run_1/met2.png
Cells faint in the background.
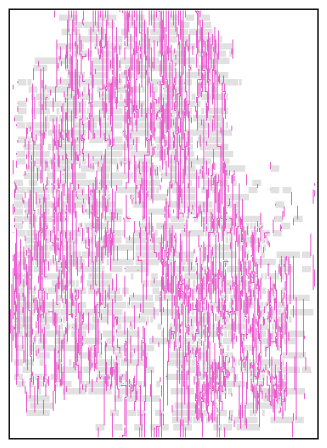
run_1/port_nets.png
Bar = 20 um.
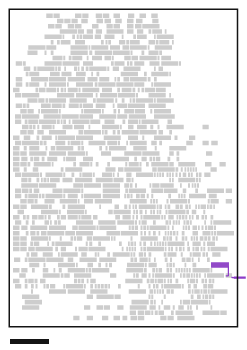
run_1/final_congestion.png
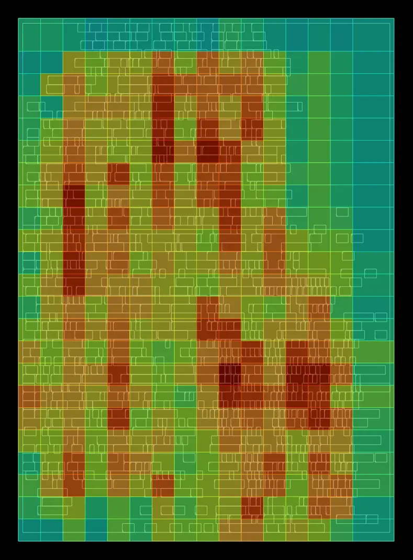
==> config.mk <==
export PLATFORM = sky130hd
export DESIGN_NAME = uart_block_tx
export DESIGN_NICKNAME = d
export VERILOG_FILES = /design/src/rtl/uart_block_tx.sv
export SDC_FILE = /design/constraint.sdc
export NUM_CORES = 1
export LEC_CHECK = 0
export ABC_AREA = 1
export ABC_CLOCK_PERIOD_IN_PS = 4800
export CORE_ASPECT_RATIO = 1.4
export CORE_UTILIZATION = 45
export CTS_CLUSTER_DIAMETER = 200
export DETAILED_ROUTE_END_ITERATION = 8
export HOLD_SLACK_MARGIN = 0.06
export PLACE_DENSITY = 0.74
export SETUP_SLACK_MARGIN = 0.4
export SLEW_MARGIN = 15
export SYNTH_ARGS = -nofsm -noshare
export SYNTH_HDL_FRONTEND = slang
export SYNTH_SLANG_ARGS = --single-unit
==> constraint.sdc <==
create_clock -name clk -period 4.8 [get_ports clk]
set_clock_uncertainty 0.1 [all_clocks]
set_input_delay 0.96 -clock clk [delete_from_list [all_inputs] [get_ports clk]]
set_output_delay 0.96 -clock clk [all_outputs]
set_load 0.005 [all_outputs]
==> src/rtl/uart_block_tx.sv <==
// Purpose : 8N1 UART transmitter that sends a NUM_BYTES-wide word as back-to-back
//           byte frames on TxD, least-significant byte first.
// Latency : TxD drops to the start bit on the clock edge that sees the rising edge
//           of transmit; the burst lasts NUM_BYTES*10*BAUD_DIV cycles.
// Backpressure: none. busy is high for the whole burst, and requests seen while
//           busy are dropped.
// Ports   : clk      - system clock, rising edge
//           reset    - asynchronous, active-high reset
//           transmit - request level; only its rising edge seen in IDLE starts a burst
//           data     - word to send, captured only at burst start
//           TxD      - registered serial output, idles at 1
//           busy     - high from burst start until the last stop bit ends
module uart_block_tx #(
    parameter int BAUD_DIV  = 10417,
    parameter int NUM_BYTES = 16
) (
    input  logic                   clk,
    input  logic                   reset,
    input  logic                   transmit,
    input  logic [8*NUM_BYTES-1:0] data,
    output logic                   TxD,
    output logic                   busy
);

    localparam int CW = $clog2(BAUD_DIV);
    localparam int BW = (NUM_BYTES > 1) ? $clog2(NUM_BYTES) : 1;
    localparam logic [CW-1:0] CNT_LAST  = CW'(BAUD_DIV - 1);
    localparam logic [BW-1:0] BYTE_LAST = BW'(NUM_BYTES - 1);

    typedef enum logic [1:0] {
        S_IDLE,
        S_START,
        S_DATA,
        S_STOP
    } state_t;

    state_t                 r_state;
    logic [CW-1:0]          r_baud_cnt;
    logic [2:0]             r_bit_idx;
    logic [BW-1:0]          r_byte_idx;
    logic [8*NUM_BYTES-1:0] r_shift;
    logic                   r_transmit_q;
    logic                   r_txd;
    logic                   r_busy;

    state_t                 w_state_next;
    logic [CW-1:0]          w_baud_cnt_next;
    logic [2:0]             w_bit_idx_next;
    logic [BW-1:0]          w_byte_idx_next;
    logic [8*NUM_BYTES-1:0] w_shift_next;
    logic [7:0]             w_cur_byte;
    logic                   w_txd_next;
    logic                   w_start;
    logic                   w_bit_end;

    assign w_start   = (r_state == S_IDLE) && transmit && !r_transmit_q;
    assign w_bit_end = (r_baud_cnt == CNT_LAST);

    always_comb begin
        w_state_next    = r_state;
        w_baud_cnt_next = r_baud_cnt;
        w_bit_idx_next  = r_bit_idx;
        w_byte_idx_next = r_byte_idx;
        w_shift_next    = r_shift;

        case (r_state)
            S_IDLE: begin
                if (w_start) begin
                    w_state_next    = S_START;
                    w_shift_next    = data;
                    w_baud_cnt_next = '0;
                    w_bit_idx_next  = '0;
                    w_byte_idx_next = '0;
                end
            end
            S_START: begin
                if (w_bit_end) begin
                    w_baud_cnt_next = '0;
                    w_bit_idx_next  = '0;
                    w_state_next    = S_DATA;
                end else begin
                    w_baud_cnt_next = r_baud_cnt + 1'b1;
                end
            end
            S_DATA: begin
                if (w_bit_end) begin
                    w_baud_cnt_next = '0;
                    if (r_bit_idx == 3'd7) begin
                        w_bit_idx_next = '0;
                        w_state_next   = S_STOP;
                    end else begin
                        w_bit_idx_next = r_bit_idx + 3'd1;
                    end
                end else begin
                    w_baud_cnt_next = r_baud_cnt + 1'b1;
                end
            end
            S_STOP: begin
                if (w_bit_end) begin
                    w_baud_cnt_next = '0;
                    if (r_byte_idx != BYTE_LAST) begin
                        // Next byte follows immediately: no idle gap between frames.
                        w_byte_idx_next = r_byte_idx + 1'b1;
                        w_shift_next    = r_shift >> 8;
                        w_state_next    = S_START;
                    end else begin
                        w_state_next = S_IDLE;
                    end
                end else begin
                    w_baud_cnt_next = r_baud_cnt + 1'b1;
                end
            end
            default: w_state_next = S_IDLE;
        endcase
    end

    // TxD is registered from the next-state view so the line changes on the same
    // edge as the state, with no combinational path to the pin.
    assign w_cur_byte = w_shift_next[7:0];

    always_comb begin
        w_txd_next = 1'b1;
        case (w_state_next)
            S_START: w_txd_next = 1'b0;
            S_DATA:  w_txd_next = w_cur_byte[w_bit_idx_next];
            default: w_txd_next = 1'b1;
        endcase
    end

    always_ff @(posedge clk or posedge reset) begin
        if (reset) begin
            r_state      <= S_IDLE;
            r_baud_cnt   <= '0;
            r_bit_idx    <= '0;
            r_byte_idx   <= '0;
            r_shift      <= '0;
            r_transmit_q <= 1'b0;
            r_txd        <= 1'b1;
            r_busy       <= 1'b0;
        end else begin
            r_state      <= w_state_next;
            r_baud_cnt   <= w_baud_cnt_next;
            r_bit_idx    <= w_bit_idx_next;
            r_byte_idx   <= w_byte_idx_next;
            r_shift      <= w_shift_next;
            r_transmit_q <= transmit;
            r_txd        <= w_txd_next;
            r_busy       <= (w_state_next != S_IDLE);
        end
    end

    assign TxD  = r_txd;
    assign busy = r_busy;

endmodule

==> out/README.md, run 1 <==
| Metric | Value | Unit |
|:---|:---|:---|
| Result of the run | finished clean | - |
| Final count of hold timing violations | 0 | - |
| Clock power share | 0.471 | - |
| Max-cap check violation count | 0 | - |
| Total wirelength of the detailed-routed design | 20600 | um |
| Stage-log warning count | 35 | - |
| Remaining global-route overflow | 0 | - |
| Yosys xor share | 0.0117 | - |
| Cell Pwr Density | 266 | nW/um^2 |
| Sequential element share of the synthesized area | 0.468 | - |
| Actual slew at the worst max-slew pin | 901 | ps |
| Setup repair after global routing missed its margin | false | - |
| Hold path cells | 2 | - |
| CTS Buf Count | 17 | - |
| Share of synthesized registers carrying an async set or reset | 1.00 | - |
| Final number of max-transition violations | 0 | - |
| Most used standard cell by instance count after synthesis | sky130_fd_sc_hd__inv_1 | - |
| Psw | 0.583 | mW |
| Top cell excl fill/tap | sky130_fd_sc_hd__inv_1 | - |
| Startpoint of the most critical hold path | r_shift[8] | - |
| Fraction of the mapped netlist area in adder cells | 0.0152 | - |
| Number of cells in the yosys synthesis report | 885 | - |
| Number of endpoints failing setup at the final stage | 0 | - |
| Synthesized area per cell | 9.30 | um^2 |
| Worst Path Max Fanout | 120 | - |
| Minimum hold slack | 420 | ps |
| Crit path launch type | flip-flop | - |
| HPWL after detailed placement | 13900 | um |
| Maximum buffer depth of the clock tree | 2 | - |
| Total number of clock tree sinks | 154 | - |
| Commonest register cell after synthesis | sky130_fd_sc_hd__dfrtp_1 | - |
| Number of synthesized flops with an enable pin | 0 | - |
| Worst Slack Setup Final | 1280 | ps |
| Number of remaining DRC errors | 0 | - |
| Largest cells by area after synthesis | sky130_fd_sc_hd__dfrtp_1 47%, sky130_fd_sc_hd__o221ai_2 15%, sky130_fd_sc_hd__nand3_1 8.9%, sky130_fd_sc_hd__inv_1 7.6%, sky130_fd_sc_hd__nand2_1 5.7% | - |
| Area share of buffers outside the clock network | 0.143 | - |
| Filler Cell Count | 1556 | - |
| Min-delay worst type | flip-flop to flip-flop | - |
| I/O pin count | 133 | - |
| DR pass1 iterations | 5 | - |
| Number of buffers inserted by post-CTS setup repair | 0 | - |
| Slowest-stage cell, CP | sky130_fd_sc_hd__ha_1 | - |
| Placed Area | 9690 | um^2 |
| X dimension of the die | 116 | um |
| WP data required | 5030 | ps |
| Type of the worst setup path | flip-flop to flip-flop | - |
| Arrival @ worst endpoint | 3740 | ps |
| Post-route cell area | 10300 | um^2 |
| Clk cell area share | 0.0550 | - |
| Starting DRC count in detailed routing | 364 | - |
| Register area | 3850 | um^2 |
| Clock period minus final worst setup slack | 3520 | ps |
| Post-route fraction of the period consumed by the critical path | 0.732 | - |
| Synth mux share | 0 | - |
| Antenna violations before repair | 0 | - |
| Routed via count divided by cell count | 5.37 | - |
| Non-filler cells, final | 1242 | - |
| Maximum clock rate | 284 | MHz |
| Post-cts resize count | 0 | - |
| Area growth, synth to finish | 24.6 | % |
| Share of Yosys cell area claimed by the top area cell type | 0.465 | - |
| Largest net degree at the start of global routing | 121 | - |
| Antenna Cells | 0 | - |
| Inst Count DP | 1211 | - |
| Wire length of the first global-routing pass | 34200 | um |
| Number of non-clock inverters in the layout | 171 | - |
| Standard-cell row count | 58 | - |
| Register-to-Register Setup Slack | 1280 | ps |
| Layout sequential cell count | 154 | - |
| Static leakage | 4.53 | nW |
| Power Total | 2.73 | mW |
| Cell kind with the greatest summed area | registers | - |
| Post-synth area from yosys stat | 8230 | um^2 |
| Combinational share of cell area | 0.333 | - |
| Logic pwr share | 0.053 | - |
| Post-synthesis instance area | 8230 | um^2 |
| Area fraction in and, or, nand and nor cells after synthesis | 0.170 | - |
| Final core utilization | 0.572 | - |
| Remaining antenna violation count | 0 | - |
| Fraction of final layout cells with drive strength greater than 1 | 0.133 | - |
| Count of cell types in the netlist | 36 | - |
| Chip footprint | 18800 | um^2 |
| Power Internal | 2.15 | mW |
| Crit. path cell count | 13 | - |
| Buffer count excluding the clock tree in the final layout | 143 | - |
| Maximum resistive drop on vdd | 0.215 | mV |
| Setup crit end kind | flip-flop | - |
| Overall fraction of global-route tracks in use | 0.235 | - |
| Seq pwr share | 0.476 | - |
| Total of buffers placed on input and output ports | 132 | - |
| Slew Limit Headroom | 0.398 | - |
| Die Y | 162 | um |
| MI comb area | 3420 | um^2 |
| R2r worst-path depth | 13 | - |
| Switching Fraction | 0.213 | - |
| Post-cts hold-fix buffer tally | 0 | - |
| Number of tap instances | 240 | - |
| Clock input transition at the sequential cells of the worst setup and hold paths | 70 | ps |
| Vias | 6671 | - |
| Flop share of the area | 0.376 | - |
| Delay-heaviest family, CP | simple AND/OR/NAND/NOR gates | - |
About met2.png:
wire length on this layer: 10700 um
share of all routed wire: 52%
main direction: vertical

About port_nets.png:
| port | colour | bits | direction | edge | end cells | buffers | wire |
|---|---|---|---|---|---|---|---|
| busy | purple | 1 | output | east | 1 | 1 | 8.40 um |

About final_congestion.png:
grt met1 use: 0.301
met3 track utilization from global routing: 0.0403
grt met2 use: 0.393
Wirelength per Cell: 16.6 um

## run 1: power by group through the flow
stage	clock, mW	combinational [mW]	sequential (mW)
after global routing	1.36	0.155	1.30
after detailed placement	0	0.148	1.32
after global placement	0	0.150	1.32
after CTS	1.30	0.149	1.30
after floorplan	0	0.0196	1.32
final	1.29	0.145	1.30
## run 1: layer usage
layer	vias to the layer above	part of all wire	track usage
met1	3208	0.41	0.301
met4	0	0.029	0.0915
met3	43	0.042	0.0403
met5	-	0	0
met2	188	0.52	0.393
li1	3232	-	-
## run 1: flip-flops by register name (all words and copies together) (netlist names)
| name | flops |
|---|---|
| TxD | 1 |
| r_byte_idx | 4 |
| r_shift | 128 |
| r_baud_cnt | 14 |
| r_state | 2 |
| r_transmit_q | 1 |
| r_bit_idx | 3 |
| busy | 1 |
==> inputs of run 2 (changes only) <==
ABC_CLOCK_PERIOD_IN_PS = 3200   (was 4800)
clock period = 3.2 ns   (was 4.8 ns; I/O delays follow)
run_2/met1.png
Supply wires on this layer in grey. Cells faint in the background.
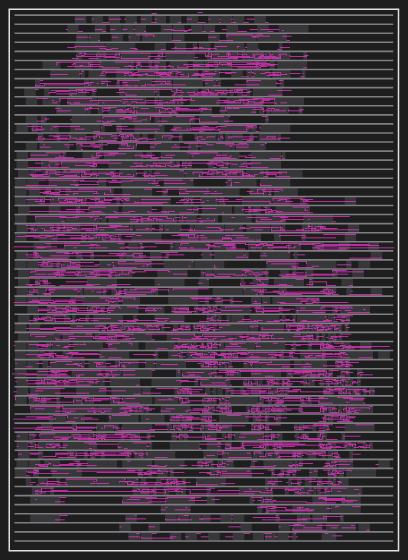
nets with wire on the layer: 985
share of all routed wire: 41%
wire length on this layer: 8170 um
main direction: horizontal
total wirelength of the detailed-routed design: 20000 um
grt met1 use: 0.284
vias: 6691

==> out/README.md, run 2 <==
| Metric | Value | Unit |
|:---|:---|:---|
| Largest net degree at the start of global routing | 133 | - |
| Power Total | 4.02 | mW |
| Clock period minus final worst setup slack | 2620 | ps |
| Wire length of the first global-routing pass | 33100 | um |
| Remaining global-route overflow | 0 | - |
| Wl on met1 | 8170 | um |
| Chip footprint | 18800 | um^2 |
| Most common library cells after synthesis | 166 x sky130_fd_sc_hd__inv_1, 153 x sky130_fd_sc_hd__dfrtp_1, 147 x sky130_fd_sc_hd__nand3_1 | - |
| Largest power group | sequential cells | - |
| Clock Root Buffer | sky130_fd_sc_hd__clkbuf_16 | - |
| Fraction of final layout cells with drive strength greater than 1 | 0.138 | - |
| Result of the run | finished clean | - |
| Seq pwr share | 0.484 | - |
| Synth area leader | sky130_fd_sc_hd__dfrtp_1 | - |
| Routed via count divided by cell count | 5.37 | - |
| Synthesized area per cell | 9.30 | um^2 |
| Flop share of the area | 0.374 | - |
| Final setup TNS | 0 | ps |
| R2r worst-path depth | 11 | - |
| Post-synth area from yosys stat | 8230 | um^2 |
| Total number of clock tree sinks | 154 | - |
| Setup repair after global routing missed its margin | false | - |
| Post-cts resize count | 0 | - |
| Reg-to-reg endpoint | r_shift[93] | - |
| Switching Fraction | 0.230 | - |
| Max-cap check violation count | 0 | - |
| DR WL met2 | 10500 | um |
| Layout sequential cell count | 154 | - |
| Number of synthesized flops with an enable pin | 0 | - |
| Register-to-Register Setup Slack | 580 | ps |
| Actual slew at the worst max-slew pin | 612 | ps |
| Sequential logic power | 1.95 | mW |
| Worst flop-to-flop path startpoint | r_baud_cnt[0] | - |
| Startpoint of the most critical hold path | r_shift[15] | - |
| Number of remaining DRC errors | 0 | - |
| Top cell excl fill/tap | sky130_fd_sc_hd__inv_1 | - |
| Combinational gate power | 0.218 | mW |
| Most used standard cell by instance count after synthesis | sky130_fd_sc_hd__inv_1 | - |
| Arrival @ worst endpoint | 2860 | ps |
| Wirelength per Cell | 16.0 | um |
| Buffer count excluding the clock tree in the final layout | 147 | - |
| Die Y | 162 | um |
| Combinational share of cell area | 0.332 | - |
| I/O pin count | 133 | - |
| Logic pwr share | 0.054 | - |
| Max FFs per register | 128 | - |
| Final number of max-transition violations | 0 | - |
| Stage-log warning count | 35 | - |
| Total of buffers placed on input and output ports | 132 | - |
| Share of Yosys cell area claimed by the top area cell type | 0.465 | - |
| Setup crit end kind | flip-flop | - |
| Psw | 0.925 | mW |
| Largest cells by area after synthesis | sky130_fd_sc_hd__dfrtp_1 47%, sky130_fd_sc_hd__o221ai_2 15%, sky130_fd_sc_hd__nand3_1 8.9%, sky130_fd_sc_hd__inv_1 7.6%, sky130_fd_sc_hd__nand2_1 5.7% | - |
| FP Util | 0.459 | - |
| Number of global-route vias before repair | 6711 | - |
| Hold path cells | 2 | - |
| Register area | 3850 | um^2 |
| Area of the core | 17900 | um^2 |
| Min-delay worst type | flip-flop to flip-flop | - |
| WP data required | 3440 | ps |
| Clk cell area share | 0.0524 | - |
| Latency at later pin | 420 | ps |
| Post-route cell area | 10300 | um^2 |
| Maximum buffer depth of the clock tree | 2 | - |
| Antenna violations before repair | 1 | - |
| Post-route fraction of the period consumed by the critical path | 0.819 | - |
| Worst Setup Slack post-DPL | 334 | ps |
| Maximum clock rate | 381 | MHz |
| Worst Slack Setup Final | 578 | ps |
| Placed Area | 9760 | um^2 |
| Type of the worst setup path | flip-flop to flip-flop | - |
| Routability cong. | 0.879 | - |
| Clk. pwr | 1.86 | mW |
| Antenna Cells | 1 | - |
| Slew Limit Headroom | 0.592 | - |
| Largest regs | r_shift: 128 flops, r_baud_cnt: 14 flops, r_byte_idx: 4 flops | - |
| Static leakage | 4.54 | nW |
| Worst Path Max Fanout | 120 | - |
| Overall fraction of global-route tracks in use | 0.227 | - |
| Power Internal | 3.10 | mW |
| Commonest register cell after synthesis | sky130_fd_sc_hd__dfrtp_1 | - |
| Post-Syn Instances | 885 | - |
| Met3 track utilization from global routing | 0.0366 | - |
| Synthesis Warnings | 0 | - |
| Busiest metal layer after global routing | met2 | - |
| Final core utilization | 0.575 | - |
| DR pass1 iterations | 5 | - |
| Crit. Startpoint | r_baud_cnt[0] | - |
| Net count of the mapped netlist | 1026 | - |
| Sequential element share of the synthesized area | 0.468 | - |
| Clock input transition at the sequential cells of the worst setup and hold paths | 70 | ps |
| Count of cell types in the netlist | 36 | - |
| Depth of the CTS H-tree | 4 | - |
| Layout clock buffers | 17 | - |
| Minimum hold slack | 418 | ps |
| Register with the most flip-flops | r_shift | - |
| MI comb area | 3420 | um^2 |
| Cell kind with the greatest summed area | registers | - |
| CTS Buf Count | 17 | - |
| Number of buffers inserted by post-CTS setup repair | 0 | - |
| Filler Cell Count | 1545 | - |
| Top routing layer in use | met4 | - |
| Share of synthesized registers carrying an async set or reset | 1.00 | - |
| Cell Pwr Density | 391 | nW/um^2 |
| X dimension of the die | 116 | um |
| Starting DRC count in detailed routing | 433 | - |
| Registers, synthesis | 154 | - |
| Remaining antenna violation count | 0 | - |
| Post-cts hold-fix buffer tally | 0 | - |
| Crit path launch type | flip-flop | - |
| TritonCTS clock tree | built | - |
| Maximum resistive drop on vdd | 0.273 | mV |
| Number of cells in the yosys synthesis report | 885 | - |
| Inst Count DP | 1215 | - |
| Final count of hold timing violations | 0 | - |
| Number of multi-input logic gates | 503 | - |
| Number of tap instances | 240 | - |
| Area growth, synth to finish | 25.1 | % |
| Clock power share | 0.462 | - |
| Standard-cell row count | 58 | - |
| Non-filler cells, final | 1247 | - |
| Nets | 1135 | - |
| Top library cells by usage in the layout, fill and taps aside | 165 x sky130_fd_sc_hd__inv_1, 153 x sky130_fd_sc_hd__dfrtp_1, 147 x sky130_fd_sc_hd__nand3_1 | - |
| End point of the critical path | r_shift[93] | - |
| Destination of the worst hold path | r_shift[15] | - |
| Post-synthesis instance area | 8230 | um^2 |
| Number of endpoints failing setup at the final stage | 0 | - |
| HPWL after detailed placement | 13800 | um |
| Grt met2 use | 0.392 | - |
| Number of non-clock inverters in the layout | 171 | - |
| Area share of buffers outside the clock network | 0.149 | - |
| Sum of met3 wire segment lengths after detailed routing | 764 | um |
run_2/registers.png
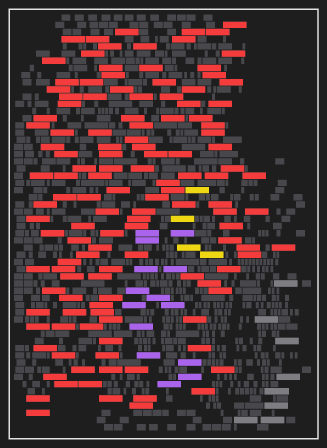
| netlist name | colour | flops |
|---|---|---|
| r_shift | red | 128 |
| r_byte_idx | yellow | 4 |
| r_baud_cnt | purple | 14 |

run 2: critical path, stage by stage (launching register included):
cell	delay, ps
sky130_fd_sc_hd__dfrtp_1	400
sky130_fd_sc_hd__inv_1	100
sky130_fd_sc_hd__ha_1	220
sky130_fd_sc_hd__nand3_1	110
sky130_fd_sc_hd__nor2_1	240
sky130_fd_sc_hd__nand3_1	160
sky130_fd_sc_hd__nand2_1	160
sky130_fd_sc_hd__nand2_2	100
sky130_fd_sc_hd__nor2_4	150
sky130_fd_sc_hd__buf_12	360
sky130_fd_sc_hd__nand3_1	190
sky130_fd_sc_hd__o221ai_2	110
run 2: logic make-up after synthesis:
family / synth area share
XOR/XNOR: 0.0117
flip-flops: 0.468
buffers and inverters: 0.117
AND/OR/NAND/NOR: 0.170
adder cells (fa/ha/maj): 0.0152
AND-OR/OR-AND: 0.218
No activity file was given, so power comes from the tool's default toggle rates.
